### Metal layers overlaid, run 1

(2 px per µm) Two of the layers only.
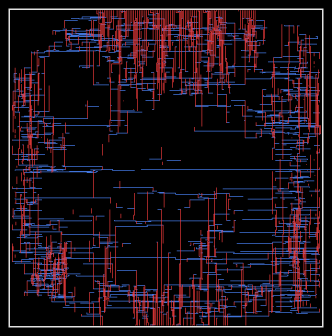
### Cell placement, run 1

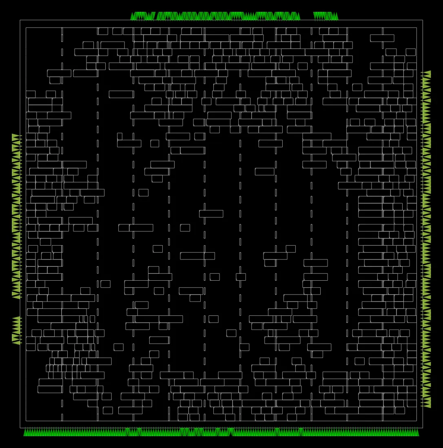
### Sequential cells grouped by signal name, run 1

(4 px per µm) Other sequential cells in the stronger grey, the rest of the logic in the fainter grey.
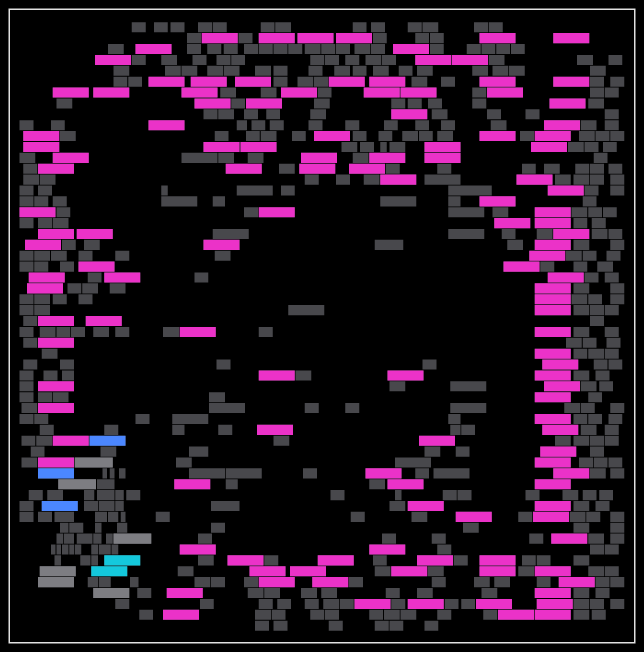
<file path="src/rtl/systolic_pkg.sv">
// Shared types and default sizing for the systolic array result path.
// Holds the drain FSM state encoding used by result_drain.
package systolic_pkg;

  typedef enum logic [1:0] {
    IDLE,
    DRAIN,
    FLUSH
  } drain_state_t;

  localparam int DEF_ARRAY_SIZE = 8;
  localparam int DEF_DATA_WIDTH = 32;
  localparam int DEF_OUT_WIDTH  = 16;

endpackage

</file>
<file path="src/rtl/result_narrow.sv">
// Per-lane arithmetic shift and narrowing of one accumulator value.
// RESULT_SAT_EN selects clamping; otherwise the low bits wrap.
module result_narrow
  import systolic_pkg::*;
#(
  parameter int DATA_WIDTH = DEF_DATA_WIDTH,
  parameter int OUT_WIDTH  = DEF_OUT_WIDTH,
  parameter int SHIFT      = 0
) (
  input  logic signed [DATA_WIDTH-1:0] i_val,
  output logic signed [OUT_WIDTH-1:0]  o_val
);

`ifdef RESULT_SAT_EN
  localparam logic signed [DATA_WIDTH-1:0] MAXV =
    {{(DATA_WIDTH-OUT_WIDTH+1){1'b0}}, {(OUT_WIDTH-1){1'b1}}};
  localparam logic signed [DATA_WIDTH-1:0] MINV =
    {{(DATA_WIDTH-OUT_WIDTH+1){1'b1}}, {(OUT_WIDTH-1){1'b0}}};

  logic signed [DATA_WIDTH-1:0] w_sh;

  assign w_sh = i_val >>> SHIFT;

  always_comb begin
    o_val = OUT_WIDTH'(w_sh);
    if (w_sh > MAXV)
      o_val = OUT_WIDTH'(MAXV);
    else if (w_sh < MINV)
      o_val = OUT_WIDTH'(MINV);
  end
`else
  assign o_val = OUT_WIDTH'(i_val >>> SHIFT);
`endif

endmodule

</file>
<file path="src/rtl/result_drain.sv">
// Drains one tile from the deskew buffer as a row stream, row N-1 first.
// Narrowing mode is chosen by RESULT_SAT_EN (see result_narrow).
module result_drain
  import systolic_pkg::*;
#(
  parameter int ARRAY_SIZE = DEF_ARRAY_SIZE,
  parameter int DATA_WIDTH = DEF_DATA_WIDTH,
  parameter int OUT_WIDTH  = DEF_OUT_WIDTH,
  parameter int SHIFT      = 0,
  localparam int IDX_W = (ARRAY_SIZE > 1) ? $clog2(ARRAY_SIZE) : 1
) (
  input  logic                                 clk,
  input  logic                                 rst,
  input  logic                                 start,
  input  logic                                 buf_read_valid,
  input  logic signed [ARRAY_SIZE*DATA_WIDTH-1:0] buf_data,
  output logic                                 buf_read,
  output logic                                 out_valid,
  input  logic                                 out_ready,
  output logic signed [ARRAY_SIZE*OUT_WIDTH-1:0]  out_data,
  output logic [IDX_W-1:0]                     out_row_idx,
  output logic                                 out_last,
  output logic                                 busy,
  output logic                                 done
);

  localparam logic [IDX_W-1:0] LAST_ROW = IDX_W'(ARRAY_SIZE-1);

  drain_state_t                        r_state;
  logic [IDX_W-1:0]                    r_row_cnt;
  logic                                r_out_valid;
  logic                                r_out_last;
  logic                                r_done;
  logic [IDX_W-1:0]                    r_out_idx;
  logic [ARRAY_SIZE*OUT_WIDTH-1:0]     r_out_data;
  logic [ARRAY_SIZE*OUT_WIDTH-1:0]     w_conv;
  logic                                w_take;

  for (genvar g = 0; g < ARRAY_SIZE; g++) begin : g_lane
    result_narrow #(
      .DATA_WIDTH(DATA_WIDTH),
      .OUT_WIDTH (OUT_WIDTH),
      .SHIFT     (SHIFT)
    ) u_narrow (
      .i_val(buf_data[g*DATA_WIDTH +: DATA_WIDTH]),
      .o_val(w_conv[g*OUT_WIDTH +: OUT_WIDTH])
    );
  end

  assign w_take = !r_out_valid || out_ready;

  // Combinational so the buffer pointer moves on the same edge as the capture.
  assign buf_read    = (r_state == DRAIN) && w_take;
  assign busy        = (r_state != IDLE);
  assign out_valid   = r_out_valid;
  assign out_last    = r_out_last;
  assign out_row_idx = r_out_idx;
  assign out_data    = r_out_data;
  assign done        = r_done;

  always_ff @(posedge clk or posedge rst) begin
    if (rst) begin
      r_state     <= IDLE;
      r_row_cnt   <= LAST_ROW;
      r_out_valid <= 1'b0;
      r_out_last  <= 1'b0;
      r_done      <= 1'b0;
      r_out_idx   <= '0;
      r_out_data  <= '0;
    end else begin
      r_done <= 1'b0;
      unique case (r_state)
        IDLE: begin
          if (start && buf_read_valid) begin
            r_state   <= DRAIN;
            r_row_cnt <= LAST_ROW;
          end
        end
        DRAIN: begin
          if (w_take) begin
            r_out_data  <= w_conv;
            r_out_idx   <= r_row_cnt;
            r_out_valid <= 1'b1;
            r_out_last  <= (r_row_cnt == '0);
            if (r_row_cnt == '0)
              r_state <= FLUSH;
            else
              r_row_cnt <= r_row_cnt - 1'b1;
          end
        end
        FLUSH: begin
          if (r_out_valid && out_ready) begin
            r_out_valid <= 1'b0;
            r_out_last  <= 1'b0;
            r_done      <= 1'b1;
            r_state     <= IDLE;
          end
        end
        default: r_state <= IDLE;
      endcase
    end
  end

endmodule

</file>
<file path="config.mk">
export PLATFORM = sky130hd
export DESIGN_NAME = result_drain
export DESIGN_NICKNAME = d
export VERILOG_FILES = /design/src/rtl/systolic_pkg.sv /design/src/rtl/result_narrow.sv /design/src/rtl/result_drain.sv
export SDC_FILE = /design/constraint.sdc
export NUM_CORES = 1
export LEC_CHECK = 0
export CORE_AREA = 2 2 154 156
export CTS_CLUSTER_SIZE = 40
export DETAILED_ROUTE_END_ITERATION = 7
export DIE_AREA = 0 0 156 158
export GPL_TIMING_DRIVEN = 1
export PLACE_DENSITY = 0.63
export REMOVE_ABC_BUFFERS = 1
export SYNTH_ARGS = -nofsm -noshare
export SYNTH_HDL_FRONTEND = slang
export SYNTH_HIERARCHICAL = 1
export SYNTH_SLANG_ARGS = --single-unit
</file>
<file path="constraint.sdc">
create_clock -name clk -period 3.95 [get_ports clk]
set_input_delay 0.5925 -clock clk [delete_from_list [all_inputs] [get_ports clk]]
set_output_delay 0.5925 -clock clk [all_outputs]
set_load 0.03 [all_outputs]
</file>
==> results.yml, run 1 <==
# physical design summary
run_status:
  status: "complete, no violations"
global_routing:
  grt_first_pass_wirelength_um: 21900
  first_global_vias: 3906
  grt_start_max_net_pins: 132
  grt_util_all_layers: 0.116
  grt_use_met1: 0.138
  antenna_found_initial: 0
yosys:
  yosysUniqueCellTypes: 31
  syn_inst: 450
  yosys_cells: 450
  ys_top_cells_by_count: "dfrtp_1, buf_4, mux2_1"
  synthTopCellsByArea: "dfrtp_1, buf_4, mux2_1"
  top_area_cell: "dfrtp_1"
  edf_count: 0
  synth.most_common_cell: "dfrtp_1"
  ys_area_mm2: 0.00629
  syn_area_mm2: 0.00629
  yosysWarnings: 6
  synth_flops: 139
sta:
  whs_ns: 0.480
  tightest_slew_ns: 0.713
  relSlewSlack: 0.525
  rsz0062_at_grt: "no"
  max_freq_mhz: 357
  tns_ns: 0
clocking:
  clock_tree.root_cell: "clkbuf_16"
  cts_tree: "yes"
  htree_levels: 4
  cts_buffers: 17
  worstSkewPairLatency_ns: 0.41
  clk_pin_slew_ns: 0.05
  ctsHoldBuffers: 0
  post_cts_buffers: 0
pwr:
  p_leak_nw: 3.59
  seqPwrFrac: 0.322
  p_comb_w: 0.00348
  combPwrFrac: 0.473
  switching_share: 0.389
  p_sw_w: 0.00286
  pg_clk_w: 0.00151
  p_int_w: 0.00450
  total_power_w: 0.00736
routing:
  routed_via_density: 4.04
  drc: 0
  vias: 3623
  ant_nets: 0
  drt-initial-drc-count: 93
layout:
  largest_reg_flops: 128
  nets: 858
  layout_top_cell: "clkdlybuf4s50_1"
  postLayoutCellArea_mm2: 0.00884
critical_path:
  crit_path_start_kind: "primary input"
  end_kind: "output pin"
  reg2reg_to: "out_data[5]"
  setup.worst_path.start: "out_ready"
  worst-setup-path-type: "in2out"
  arrival_ns: 2.21
  path_max_fanout: 4
  path_buffers: 2
  slowest_delay_ns: 0.79
  path_cells: "clkdlybuf4s50_1 > nor2b_4 > nor2_4 > clkdlybuf4s50_1"
placed_design:
  pre_cts_ws_ns: 1.09
  gp_congestion: 0.771
  placed_area_mm2: 0.00829
  portBuffers: 268
floorplanning:
  ioPinCount: 397
hold_path:
  hold-path-endpoint: "out_data[30]"
  hold_class: "reg2reg"
  hold_depth: 1
Back to the opening pictures, 'Metal layers overlaid':
- metal 1: blue (wire length 5960 µm)
- metal 2: red (wire length 6980 µm)

Back to the opening pictures, 'Cell placement':
core area: 0.0231 mm²
final std cells w/o fill: 896
filler cell count in the final layout: 2146
num rows: 56

Back to the opening pictures, 'Sequential cells grouped by signal name':
- `out_row_idx`: blue (sequential cells 3)
- `out_data`: magenta (sequential cells 128; where all over the die)
- `r_state`: cyan (sequential cells 2)
P_seq: 0.00237 W
Core Util, Final: 0.384
Seq/total area: 0.394
Reg area: 0.00348 mm²

==> run 1: logic make-up (layout without fill, tap and decap cells) <==
kind of cell               after synthesis  count (layout)  synth area share
buffers and inverters                  148             304             0.177
DFF                                    139             139             0.554
muxes                                  132             132             0.236
and+or+nand+nor                         15              15            0.0153
AOI/OAI and AO/OA                       14              14            0.0139
adders and majority gates                2               2           0.00398
==> run 1: per-layer routing <==
layer  part of all wire  vias up
li1                   -     1700
met1               0.41     1740
met2               0.48      169
met3              0.094       14
met4              0.016        0
met5                  0        -
==> run 1: cell type report <==
type	count	area share
flip-flops and latches	139	0.394
repair buffers	270	0.308
multi-input cells	163	0.192
clock buffers	18	0.0497
well taps	290	0.0410
clock inverters	12	0.0130
inverters	4	0.00226
### M3 wires, run 1

(2 px per µm)
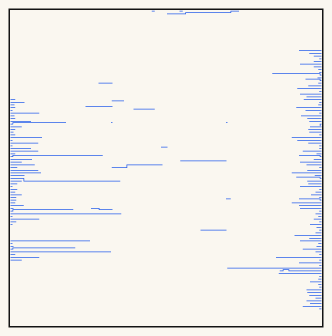

==> run 2, diff against run 1 <==
==> constraint.sdc (replaced) <==
create_clock -name clk -period 2.35 [get_ports clk]
set_input_delay 0.3525 -clock clk [delete_from_list [all_inputs] [get_ports clk]]
set_output_delay 0.3525 -clock clk [all_outputs]
set_load 0.03 [all_outputs]
### M3 wires, run 2

(2 px per µm)
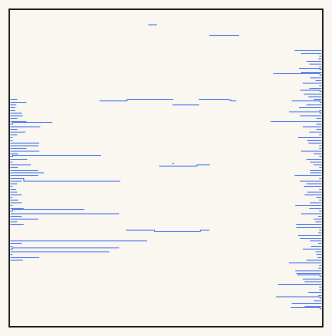
- nets with wire on the layer: 154
- longest straight run: 67.9 µm
- share of all routed wire: 10%
- wire length on this layer: 1490 µm

==> run 2 against run 1 <==
Cell area up 1.9%; synthesized cell count unchanged; non-clock buffer count up 7; combinational power up 69%; largest power group unchanged; flip-flop count unchanged; sequential share of layout area down 0.70 points; highest routed layer unchanged; largest cell class unchanged; register-to-register slack worse by 1.4 ns; critical path depth unchanged; critical path type is now reg2out; clock power up 89%; utilization up 0.71 points; worst hold slack worse by 0.16 ns.
==> results.yml, run 2 <==
# physical design summary
run_status:
  status: "complete, no violations"
routing:
  first_pass_iters: 4
  ant_nets: 0
  wl_met2_um: 6980
  drt-initial-drc-count: 135
  top_layer: "met4"
  wl_met1_um: 5820
  vias: 3674
  wl_met3_um: 1490
  routed_via_density: 4.06
  totalWireLength_um: 14400
  drc: 0
  wire_per_inst_um: 16.0
pwr:
  p_sw_w: 0.00480
  p_int_w: 0.00793
  power.group.top: "combinational logic"
  clockPowerShare: 0.225
  pg_clk_w: 0.00286
  seqPwrFrac: 0.313
  total_power_w: 0.0127
  p_seq_w: 0.00398
  power_density_mw_per_mm2: 1410
  combPwrFrac: 0.463
  p_leak_nw: 3.67
  peakVddDrop_mv: 0.576
  p_comb_w: 0.00589
  switching_share: 0.377
yosys:
  edf_count: 0
  netlist.area_leader.share: 0.541
  synthArstFlopShare: 1.00
  synth.most_common_cell: "dfrtp_1"
  yosysUniqueCellTypes: 31
  ys_top_cells_by_count: "dfrtp_1, buf_4, mux2_1"
  yosys_cells: 450
  yosysWarnings: 6
  synth_flops: 139
  ys_area_mm2: 0.00629
  synthTopCellsByArea: "dfrtp_1, buf_4, mux2_1"
  avgSynthCellArea_um2: 14.0
  ys_seq_frac: 0.554
  flop_cell: "dfrtp_1"
  syn_inst: 450
  syn_area_mm2: 0.00629
  top_area_cell: "dfrtp_1"
layout:
  fin_util: 0.391
  diodes: 0
  area_growth_pct: 43.3
  logic_area_mm2: 0.00170
  fillers: 2186
  final_cell_mix: "clkdlybuf4s50_1, dfrtp_1, mux2_1"
  largest_reg_flops: 128
  drive_above_1_share: 0.164
  postLayoutCellArea_mm2: 0.00900
  layout_top_cell: "clkdlybuf4s50_1"
  nets: 865
  fin_cells: 904
  ff_latch_area_mm2: 0.00348
floorplanning:
  core_area_mm2: 0.0231
  dieWidth_um: 156
  fp_util: 0.273
  die_area_mm2: 0.0246
  die_h_um: 158
  ioPinCount: 397
  num_rows: 56
clocking:
  cts_tree: "yes"
  cts_buffers: 17
  worstSkewPairLatency_ns: 0.41
  htree_levels: 4
  cts_num_sinks: 139
  post_cts_resized: 0
  clock_tree.root_cell: "clkbuf_16"
  post_cts_buffers: 0
  ctsHoldBuffers: 0
  clk_pin_slew_ns: 0.07
  ctsLongestPathBuffers: 2
global_routing:
  top_usage_layer: "met2"
  globalRouteOverflowTotal: 0
  antenna_found_initial: 0
  grt_use_met1: 0.136
  met2_usage: 0.193
  grtUsageMet3: 0.0523
  grt_start_max_net_pins: 64
  first_global_vias: 4085
  grt_first_pass_wirelength_um: 22100
  grt_util_all_layers: 0.117
sta:
  slew_violations: 0
  hold_viol: 0
  fin_crit_sh: 0.938
  tns_ns: 0
  max_freq_mhz: 454
  relSlewSlack: 0.744
  tightest_slew_ns: 0.383
  fin_skew_ns: 0.0128
  whs_ns: 0.318
  setup_viol: 0
  rsz0062_at_grt: "no"
  min_period_ns: 2.20
  layout_setup_ws_ns: 0.146
placed_design:
  gp_congestion: 0.758
  placed_area_mm2: 0.00837
  portBuffers: 268
  pre_cts_ws_ns: 0.220
  hpwlAfterDp_um: 11000
  dp_cells: 873
critical_path:
  timing.rr.start: "r_state[1]"
  path_buffers: 2
  path_delay_family: "flip-flops"
  path_max_fanout: 43
  cpMaxStageDelayCell: "dfrtp_1"
  setup.worst_path.start: "r_state[1]"
  worst-setup-path-type: "reg2out"
  end_kind: "output pin"
  crit_required_ns: 2.00
  r2r_slack_ns: 0.48
  path_cells: "nand2b_1 > nor2_4 > buf_12 > buf_4"
  slowest_delay_ns: 0.49
  worstRegToRegCells: 5
  arrival_ns: 1.85
  crit_path_start_kind: "register"
  cp.depth: 4
  endpoint: "buf_read"
  reg2reg_to: "out_data[83]"
flow_run:
  warnings: 154
  maxCapViolations: 0
hold_path:
  hold_class: "in2async"
[run 2: cell counts after synthesis]
No cell type changed its count.
[run 2: kinds of logic (layout without fill, tap and decap cells)]
logic type	count (synthesis)	after routing	synth area share
AOI/OAI and AO/OA	14	14	0.0139
and+or+nand+nor	15	15	0.0153
muxes	132	132	0.236
DFF	139	139	0.554
adders and majority gates	2	2	0.00398
buffers and inverters	148	312	0.177
[run 2: cell type report]
cell class | count | share of cell area
clock inverters | 13 | 0.0211
clock buffers | 18 | 0.0488
inverters | 4 | 0.00222
repair buffers | 277 | 0.312
multi-input cells | 163 | 0.189
well taps | 290 | 0.0403
flip-flops and latches | 139 | 0.387
### Placed cells, one colour a class, run 2

(2 px per µm)
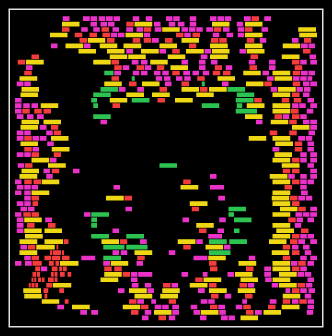

==> run 3, diff against run 2 <==
--- a/config.mk
+++ b/config.mk
@@ -10,9 +10,10 @@
 export DETAILED_ROUTE_END_ITERATION = 7
 export DIE_AREA = 0 0 156 158
 export GPL_TIMING_DRIVEN = 1
-export PLACE_DENSITY = 0.63
+export PLACE_DENSITY = 0.74
 export REMOVE_ABC_BUFFERS = 1
 export SYNTH_ARGS = -nofsm -noshare
 export SYNTH_HDL_FRONTEND = slang
 export SYNTH_HIERARCHICAL = 1
 export SYNTH_SLANG_ARGS = --single-unit
+export TNS_END_PERCENT = 5
### Placed cells, one colour a class, run 3

(2 px per µm)
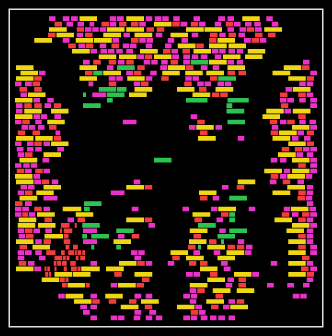
- clock drivers and dummy loads: green (cells 32; share of their area 6.9%)
- flops: yellow (cells 139; share of their area 40%)
- other buffers and delay cells: magenta (cells 276; share of their area 33%)
- combinational and other logic: red (cells 167; share of their area 20%)
design area: 0.00897 mm²
Seq/total area: 0.388
Core Util, Final: 0.389

==> run 3 against run 2 <==
Register-to-register slack better by 0.03 ns; sequential share of layout area up 0.13 points; wire length up 3.2%; critical path type unchanged; critical endpoint is now busy; highest routed layer unchanged.
==> results.yml, run 3 <==
# physical design summary
placed_design:
  gp_congestion: 0.706
  placed_area_mm2: 0.00838
  hpwlAfterDp_um: 11300
  dp_cells: 872
  portBuffers: 268
clocking:
  clock_tree.root_cell: "clkbuf_16"
  cts_buffers: 17
  post_cts_buffers: 0
  ctsHoldBuffers: 0
  htree_levels: 4
  post_cts_resized: 0
  cts_num_sinks: 139
  worstSkewPairLatency_ns: 0.41
  cts_tree: "yes"
  clk_pin_slew_ns: 0.06
yosys:
  ys_top_cells_by_count: "dfrtp_1, buf_4, mux2_1"
  synthMuxAreaShare: 0.236
  synth.most_common_cell: "dfrtp_1"
  synth_flops: 139
  netlist.area_leader.share: 0.541
  ys_area_mm2: 0.00629
  syn_area_mm2: 0.00629
  ys_sh_xor: 0
  ys_sh_aoi: 0.0139
  ys_seq_frac: 0.554
  adder_share: 0.00398
  synthTopCellsByArea: "dfrtp_1, buf_4, mux2_1"
  top_area_cell: "dfrtp_1"
  yosysUniqueCellTypes: 31
  flop_cell: "dfrtp_1"
  ys_top_logic_family: "multiplexers"
critical_path:
  setup.worst_path.start: "r_state[0]"
  crit_path_start_kind: "register"
  path_max_fanout: 15
  reg2reg_to: "out_data[46]"
  end_kind: "output pin"
  crit_required_ns: 2.00
  r2r_slack_ns: 0.51
  endpoint: "busy"
  arrival_ns: 1.87
layout:
  n_clock_buffer: 19
  dominant_cells: "registers"
  numSequentialCells: 139
  n_all_inverters: 4
  final_cell_mix: "clkdlybuf4s50_1, dfrtp_1, mux2_1"
  drive_above_1_share: 0.163
  signal_buffers: 276
  sh_comb_area: 0.189
  ff_latch_area_mm2: 0.00348
  buf_share: 0.314
  clk_share: 0.0660
  fillers: 2149
  layout_top_cell: "clkdlybuf4s50_1"
  logic_area_mm2: 0.00170
  area_growth_pct: 42.7
  diodes: 0
  comb_cells: 163
flow_run:
  maxCapViolations: 0
  warnings: 154
global_routing:
  first_global_vias: 3898
  grt_first_pass_wirelength_um: 22300
  grt_start_max_net_pins: 71
  met2_usage: 0.194
  grt_util_all_layers: 0.121
  top_usage_layer: "met2"
  grtUsageMet3: 0.0509
  grt_use_met1: 0.143
floorplanning:
  ioPinCount: 397
  dieWidth_um: 156
  die_h_um: 158
  taps: 290
  die_area_mm2: 0.0246
  fp_util: 0.273
  num_rows: 56
sta:
  hold_viol: 0
  slew_violations: 0
  max_freq_mhz: 451
  fin_skew_ns: 0.00810
  tightest_slew_ns: 0.448
  relSlewSlack: 0.702
  fin_crit_sh: 0.944
  min_period_ns: 2.22
  tns_ns: 0
  layout_setup_ws_ns: 0.131
routing:
  drc: 0
  totalWireLength_um: 14900
  routed_via_density: 4.13
  vias: 3735
  wire_per_inst_um: 16.5
  first_pass_iters: 4
pwr:
  peakVddDrop_mv: 0.600
  power_density_mw_per_mm2: 1410
  p_leak_nw: 3.65
  seqPwrFrac: 0.314
  switching_share: 0.386
  p_sw_w: 0.00486
  total_power_w: 0.0126
  combPwrFrac: 0.472
hold_path:
  hold_class: "in2async"
run_status:
  status: "complete, no violations"
[run 3: power groups by stage]
| stage | Clock (W) | Sequential, W | Combinational, W |
|---|---|---|---|
| 2_1_floorplan | 0 | 0.00599 | 0.00122 |
| 3_3_place_gp | 0 | 0.00396 | 0.00600 |
| 3_5_place_dp | 0 | 0.00402 | 0.00603 |
| 4_1_cts | 0.00282 | 0.00398 | 0.00605 |
| 5_1_grt | 0.00293 | 0.00412 | 0.00627 |
| 6_report | 0.00270 | 0.00396 | 0.00595 |
[run 3: critical path, stage by stage (launching register included)]
cell and delay, ns:
dfrtp_1 0.52, or2_2 0.34, clkdlybuf4s50_1 0.60
[run 3: layer usage]
layer  share of wire  vias up
met4           0.015        0
met3           0.095       14
li1                -     1702
met1            0.41     1862
met5               0        -
met2            0.48      157
Power and IR drop assume default switching activity.
